==> images/ff_map.png <==
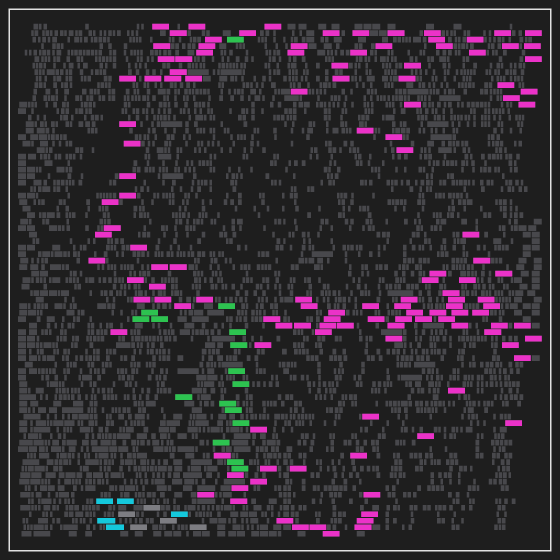
==> images/port_trees.png <==
Scale bar: 50 µm.
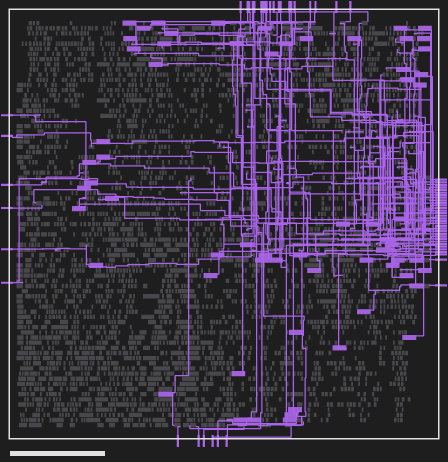
==> src/rtl/axi4_stream_pkt_defrag.sv <==
// Reassembles EOP-delimited AXI4-Stream fragments into contiguous packets with byte realignment.
// Optional per-packet byte counter: define AXI4_STREAM_PKT_DEFRAG_CNT_EN.
module axi4_stream_pkt_defrag #(
    parameter int unsigned TDATA_WIDTH   = 64,
    parameter int unsigned TID_WIDTH     = 1,
    parameter int unsigned TDEST_WIDTH   = 1,
    parameter int unsigned TUSER_WIDTH   = 1,
    parameter int unsigned EOP_TUSER_BIT = 0,
    parameter int unsigned MAX_PKT_SIZE  = 65536
) (
    input  logic                          clk_i,
    input  logic                          rst_i,
`ifdef AXI4_STREAM_PKT_DEFRAG_CNT_EN
    output logic [$clog2(MAX_PKT_SIZE):0] pkt_bytes_o,
    output logic                          pkt_bytes_valid_o,
`endif
    input  logic                          pkt_i_tvalid,
    output logic                          pkt_i_tready,
    input  logic [TDATA_WIDTH-1:0]        pkt_i_tdata,
    input  logic [TDATA_WIDTH/8-1:0]      pkt_i_tkeep,
    input  logic [TDATA_WIDTH/8-1:0]      pkt_i_tstrb,
    input  logic                          pkt_i_tlast,
    input  logic [TID_WIDTH-1:0]          pkt_i_tid,
    input  logic [TDEST_WIDTH-1:0]        pkt_i_tdest,
    input  logic [TUSER_WIDTH-1:0]        pkt_i_tuser,
    output logic                          pkt_o_tvalid,
    input  logic                          pkt_o_tready,
    output logic [TDATA_WIDTH-1:0]        pkt_o_tdata,
    output logic [TDATA_WIDTH/8-1:0]      pkt_o_tkeep,
    output logic [TDATA_WIDTH/8-1:0]      pkt_o_tstrb,
    output logic                          pkt_o_tlast,
    output logic [TID_WIDTH-1:0]          pkt_o_tid,
    output logic [TDEST_WIDTH-1:0]        pkt_o_tdest,
    output logic [TUSER_WIDTH-1:0]        pkt_o_tuser
);

    localparam int unsigned TDATA_WIDTH_B = TDATA_WIDTH / 8;
    localparam int unsigned BUF_B         = 2 * TDATA_WIDTH_B;
    localparam int unsigned CNT_W         = $clog2(BUF_B + 1);
    localparam int unsigned IW            = CNT_W + 1;
    localparam int unsigned IDX_W         = $clog2(BUF_B);
    localparam int unsigned KIDX_W        = (TDATA_WIDTH_B > 1) ? $clog2(TDATA_WIDTH_B) : 1;
    localparam logic [CNT_W-1:0] BEAT_B   = CNT_W'(TDATA_WIDTH_B);

    if (TDATA_WIDTH % 8 != 0) begin : g_chk_width
        $error("TDATA_WIDTH must be a multiple of 8");
    end
    if (EOP_TUSER_BIT >= TUSER_WIDTH) begin : g_chk_eop
        $error("EOP_TUSER_BIT must be below TUSER_WIDTH");
    end
    if (MAX_PKT_SIZE < TDATA_WIDTH_B) begin : g_chk_max
        $error("MAX_PKT_SIZE must hold at least one beat");
    end

    logic [7:0]             buf_data_q [BUF_B];
    logic [7:0]             buf_data_d [BUF_B];
    logic [BUF_B-1:0]       buf_strb_q, buf_strb_d;
    logic [CNT_W-1:0]       bytes_in_buf_q, bytes_in_buf_d;
    logic                   flush_q, first_q;
    logic [TID_WIDTH-1:0]   tid_q;
    logic [TDEST_WIDTH-1:0] tdest_q;
    logic [TUSER_WIDTH-1:0] tuser_q;

    logic [7:0]             in_bytes [TDATA_WIDTH_B];
    logic [IW-1:0]          src_idx [BUF_B];
    logic [IW-1:0]          wr_off [BUF_B];
    logic [CNT_W-1:0]       rx_bytes, tx_bytes, tx_shift, wr_base;
    logic                   rx_fire, tx_fire, eop_beat, zero_len;

    always_comb begin
        rx_bytes = '0;
        for (int i = 0; i < TDATA_WIDTH_B; i++) begin
            rx_bytes    = rx_bytes + CNT_W'(pkt_i_tkeep[i]);
            in_bytes[i] = pkt_i_tdata[i*8 +: 8];
        end
    end

    assign tx_bytes     = (bytes_in_buf_q >= BEAT_B) ? BEAT_B : bytes_in_buf_q;
    assign pkt_i_tready = (bytes_in_buf_q <= BEAT_B) && !flush_q;
    assign pkt_o_tvalid = (bytes_in_buf_q >= BEAT_B) || (flush_q && (bytes_in_buf_q != '0));
    assign pkt_o_tlast  = flush_q && (bytes_in_buf_q == tx_bytes);
    assign pkt_o_tid    = tid_q;
    assign pkt_o_tdest  = tdest_q;
    assign pkt_o_tuser  = tuser_q;

    assign rx_fire  = pkt_i_tvalid && pkt_i_tready;
    assign tx_fire  = pkt_o_tvalid && pkt_o_tready;
    assign eop_beat = pkt_i_tlast && pkt_i_tuser[EOP_TUSER_BIT];
    // An EOP carrying no bytes onto an empty buffer is a zero-length packet and is dropped.
    assign zero_len = eop_beat && (rx_bytes == '0) && (bytes_in_buf_q == '0);

    assign tx_shift       = tx_fire ? tx_bytes : '0;
    assign wr_base        = bytes_in_buf_q - tx_shift;
    assign bytes_in_buf_d = wr_base + (rx_fire ? rx_bytes : '0);

    always_comb begin
        pkt_o_tkeep = '0;
        pkt_o_tdata = '0;
        for (int i = 0; i < TDATA_WIDTH_B; i++) begin
            pkt_o_tkeep[i]       = CNT_W'(i) < tx_bytes;
            pkt_o_tdata[i*8 +: 8] = buf_data_q[i];
        end
        pkt_o_tstrb = buf_strb_q[TDATA_WIDTH_B-1:0] & pkt_o_tkeep;
    end

    // Departing bytes shift the buffer down; arriving bytes land right after what remains.
    always_comb begin
        for (int j = 0; j < BUF_B; j++) begin
            src_idx[j]    = IW'(j) + IW'(tx_shift);
            wr_off[j]     = IW'(j) - IW'(wr_base);
            buf_data_d[j] = '0;
            buf_strb_d[j] = 1'b0;
            if (src_idx[j] < IW'(BUF_B)) begin
                buf_data_d[j] = buf_data_q[src_idx[j][IDX_W-1:0]];
                buf_strb_d[j] = buf_strb_q[src_idx[j][IDX_W-1:0]];
            end
            if (rx_fire && (IW'(j) >= IW'(wr_base)) && (wr_off[j] < IW'(rx_bytes))) begin
                buf_data_d[j] = in_bytes[wr_off[j][KIDX_W-1:0]];
                buf_strb_d[j] = pkt_i_tstrb[wr_off[j][KIDX_W-1:0]];
            end
        end
    end

    always_ff @(posedge clk_i) begin
        if (rst_i) begin
            for (int j = 0; j < BUF_B; j++) begin
                buf_data_q[j] <= '0;
            end
            buf_strb_q     <= '0;
            bytes_in_buf_q <= '0;
            flush_q        <= 1'b0;
            first_q        <= 1'b1;
            tid_q          <= '0;
            tdest_q        <= '0;
            tuser_q        <= '0;
        end else begin
            for (int j = 0; j < BUF_B; j++) begin
                buf_data_q[j] <= buf_data_d[j];
            end
            buf_strb_q     <= buf_strb_d;
            bytes_in_buf_q <= bytes_in_buf_d;
            if (rx_fire) begin
                tuser_q <= pkt_i_tuser;
                if (first_q && !zero_len) begin
                    tid_q   <= pkt_i_tid;
                    tdest_q <= pkt_i_tdest;
                    first_q <= 1'b0;
                end
                if (eop_beat && !zero_len) begin
                    flush_q <= 1'b1;
                end
            end
            // rx is blocked while flushing, so this never collides with the set above.
            if (tx_fire && pkt_o_tlast) begin
                flush_q <= 1'b0;
                first_q <= 1'b1;
            end
        end
    end

`ifdef AXI4_STREAM_PKT_DEFRAG_CNT_EN
    localparam int unsigned PB_W = $clog2(MAX_PKT_SIZE) + 1;

    logic [PB_W-1:0] pkt_cnt_q, pkt_bytes_q, cnt_sum, cnt_sat;
    logic            pkt_bytes_valid_q;

    assign cnt_sum = pkt_cnt_q + PB_W'(tx_bytes);
    assign cnt_sat = (cnt_sum > PB_W'(MAX_PKT_SIZE)) ? PB_W'(MAX_PKT_SIZE) : cnt_sum;

    always_ff @(posedge clk_i) begin
        if (rst_i) begin
            pkt_cnt_q         <= '0;
            pkt_bytes_q       <= '0;
            pkt_bytes_valid_q <= 1'b0;
        end else begin
            pkt_bytes_valid_q <= 1'b0;
            if (tx_fire) begin
                if (pkt_o_tlast) begin
                    pkt_bytes_q       <= cnt_sat;
                    pkt_bytes_valid_q <= 1'b1;
                    pkt_cnt_q         <= '0;
                end else begin
                    pkt_cnt_q <= cnt_sat;
                end
            end
        end
    end

    assign pkt_bytes_o       = pkt_bytes_q;
    assign pkt_bytes_valid_o = pkt_bytes_valid_q;
`endif

endmodule

==> config.mk <==
export PLATFORM = sky130hd
export DESIGN_NAME = axi4_stream_pkt_defrag
export DESIGN_NICKNAME = d
export VERILOG_FILES = /design/src/rtl/axi4_stream_pkt_defrag.sv
export SDC_FILE = /design/constraint.sdc
export NUM_CORES = 1
export LEC_CHECK = 0
export ABC_AREA = 1
export CORE_MARGIN = 3
export CORE_UTILIZATION = 39
export CTS_CLUSTER_SIZE = 20
export DETAILED_ROUTE_END_ITERATION = 10
export GPL_TIMING_DRIVEN = 0
export PLACE_DENSITY = 0.66
export SYNTH_ARGS = -nofsm -noshare
export SYNTH_HDL_FRONTEND = slang
export SYNTH_SLANG_ARGS = --single-unit
==> constraint.sdc <==
create_clock -name clk_i -period 5.65 [get_ports clk_i]
set_input_delay 0.565 -clock clk_i [delete_from_list [all_inputs] [get_ports clk_i]]
set_output_delay 0.565 -clock clk_i [all_outputs]
set_load 0.02 [all_outputs]
==> impl_metrics.yaml <==
# implementation run metrics
floorplanning:
  dieWidth_um: 226
  pin_count: 174
  fp_util_pct: 40.0
  core_area_mm2: 0.0471
  placementRows: 79
  die-area_mm2: 0.0510
  fp.dieH_um: 226
  n_tap_cell: 607
finish:
  n_all_inverters: 348
  antenna_cells: 2
  sh_seq_area_pct: 13.8
  largest-register: "buf_data_q"
  nClkBuffers: 18
  largest_class: "logic gates"
  logic_area_mm2: 0.0137
  syn_to_final_growth_pct: 18.5
  final_common_cell: "nand2_1"
  flop_area_mm2: 0.00309
  clk_share_pct: 2.62
  top_regs: "buf_data_q x128, buf_strb_q x16, bytes_in_buf_q x5"
  largest_reg_flops: 128
  design.seq.count: 154
  fillerInstances: 5373
  post-route-util_pct: 47.4
  nNonClkBuffers: 388
  final_nets: 3972
  final_cell_mix: "1,445 x nand2_1, 623 x nand3_1, 331 x o21ai_0"
  nonClkBufAreaFrac_pct: 12.9
  nMultiInputCombCells: 2910
  drive_above_1_share_pct: 6.63
  fin_area_mm2: 0.0223
drt:
  dr.first_iter.drc_count: 4375
  drc: 0
  first_pass_iters: 10
  wl_met2_um: 48300
  drt-met1-wl_um: 45400
  vias_per_cell: 6.07
  routed-wl-met3_um: 16600
  drt-total-wl_um: 124000
  top_layer: "met4"
  ant_nets: 0
  post_drt_wl_per_cell_um: 28.0
worst_setup_path:
  worst_setup_path_start_kind: "register"
  cpMostUsedCell: "nand2_1"
  crit_start: "bytes_in_buf_q[1]"
  cp_slowest_cell: "fa_2"
  end_kind: "register"
  critPathCapture: "buf_data_q[2][5]"
  path_buffers: 9
  worstSetupPathType: "reg -> reg"
  cp_max_fo: 16
  r2r-start: "bytes_in_buf_q[1]"
  cp.depth: 28
  ff2ff_path_depth: 28
  cpPeakStageDelay_ns: 0.66
  critical-path-top-delay-family: "buffers and inverters"
  rr_endpoint: "buf_data_q[2][5]"
  required_ns: 5.98
pwr:
  combPwrFrac_pct: 77.0
  p_sw_share_pct: 65.0
  seq_cell_power_w: 0.00255
  powerDensity_mw_per_mm2: 737
  peakVddDrop_mv: 0.450
  p_comb_w: 0.0127
  p_sw_w: 0.0107
  top_power_group: "combinational cells"
  p_total_w: 0.0165
  powerClk_w: 0.00123
sta:
  fin_hold_ws_ns: 0.472
  period_needed_ns: 5.56
  min_period_over_period_pct: 98.4
  report.final.slew_viol_count: 0
  fin_skew_ns: 0.0137
  tightest_slew_ns: 1.42
  fmax_mhz: 180
  hold_viol: 0
  slew_headroom_pct: 5.35
worst_hold_path:
  holdPathStages: 1
  min_path_type: "reg -> reg"
  hold-path-endpoint: "first_q"
global_routing:
  grt_usage_pct: 47.5
  busiest_layer: "met2"
  grt_pass1_wl_um: 171000
  met3_usage_pct: 14.4
  antenna_found_initial: 1
  grt_pass1_vias: 24100
  overflow: 0
clock_tree:
  cts_tree: "yes"
  cts.repair.resized: 25
  cts_setup_buffers: 7
  ctsHtreeMaxLevel: 4
  cts-buffers-inserted: 17
  cts_hold_buf: 0
  cts-root-buf: "clkbuf_16"
  clk_pin_slew_ns: 0.08
  clk_latency_ns: 0.49
  clkSinkCount: 154
  cts_buffer_depth: 2
placed_design:
  port_buffers: 173
  dp_cells: 4387
  gp_congestion: 1.21
  dp_slack_ns: -2.69
synthesis:
  ys_types: 48
  ys_async_sr_fraction_pct: 0
  yosys.area.top_type: "nand2_1"
  ys_sh_mux_pct: 0.159
  synth_flops: 154
  syn_nets: 3760
  ys_chip_area_mm2: 0.0189
  synth_stat.cells: 3607
  synthCells: 3607
  synthAdderAreaFrac_pct: 4.61
  avgSynthCellArea_um2: 5.23
  synth_xor_xnor_area_share_pct: 0.703
  edf_count: 0
  area_leaders: "nand2_1 29%, nand3_1 17%, dfxtp_1 16%"
  ys_seq_share_pct: 16.4
  yosys.area.top_type_share_pct: 28.8
  synthTopLogicFamily: "simple AND/OR/NAND/NOR gates"
  ys_warn_count: 0
  yosys_most_used_dff: "dfxtp_1"
  yosysMostFrequentCell: "nand2_1"
  mappedNetlistArea_mm2: 0.0189
flow_run:
  drv_cap: 0
  warnings: 45
run_status:
  status: "completed"
-- ff_map.png (at the start) --
legend:
  green:
    netlist_name: `buf_strb_q`
    flops: 16
  cyan:
    netlist_name: `bytes_in_buf_q`
    flops: 5
    where: lower left
  magenta:
    netlist_name: `buf_data_q`
    flops: 128
    where: widely spread

-- port_trees.png (at the start) --
legend:
  purple:
    port: `pkt_o_tdata`
    bits: 64
    direction: output
    edge: 32 right, 20 top, 6 bottom, 6 left
    end_cells: 64
    buffers: 64
    wire: 11,100 µm

Power and IR drop assume default switching activity.
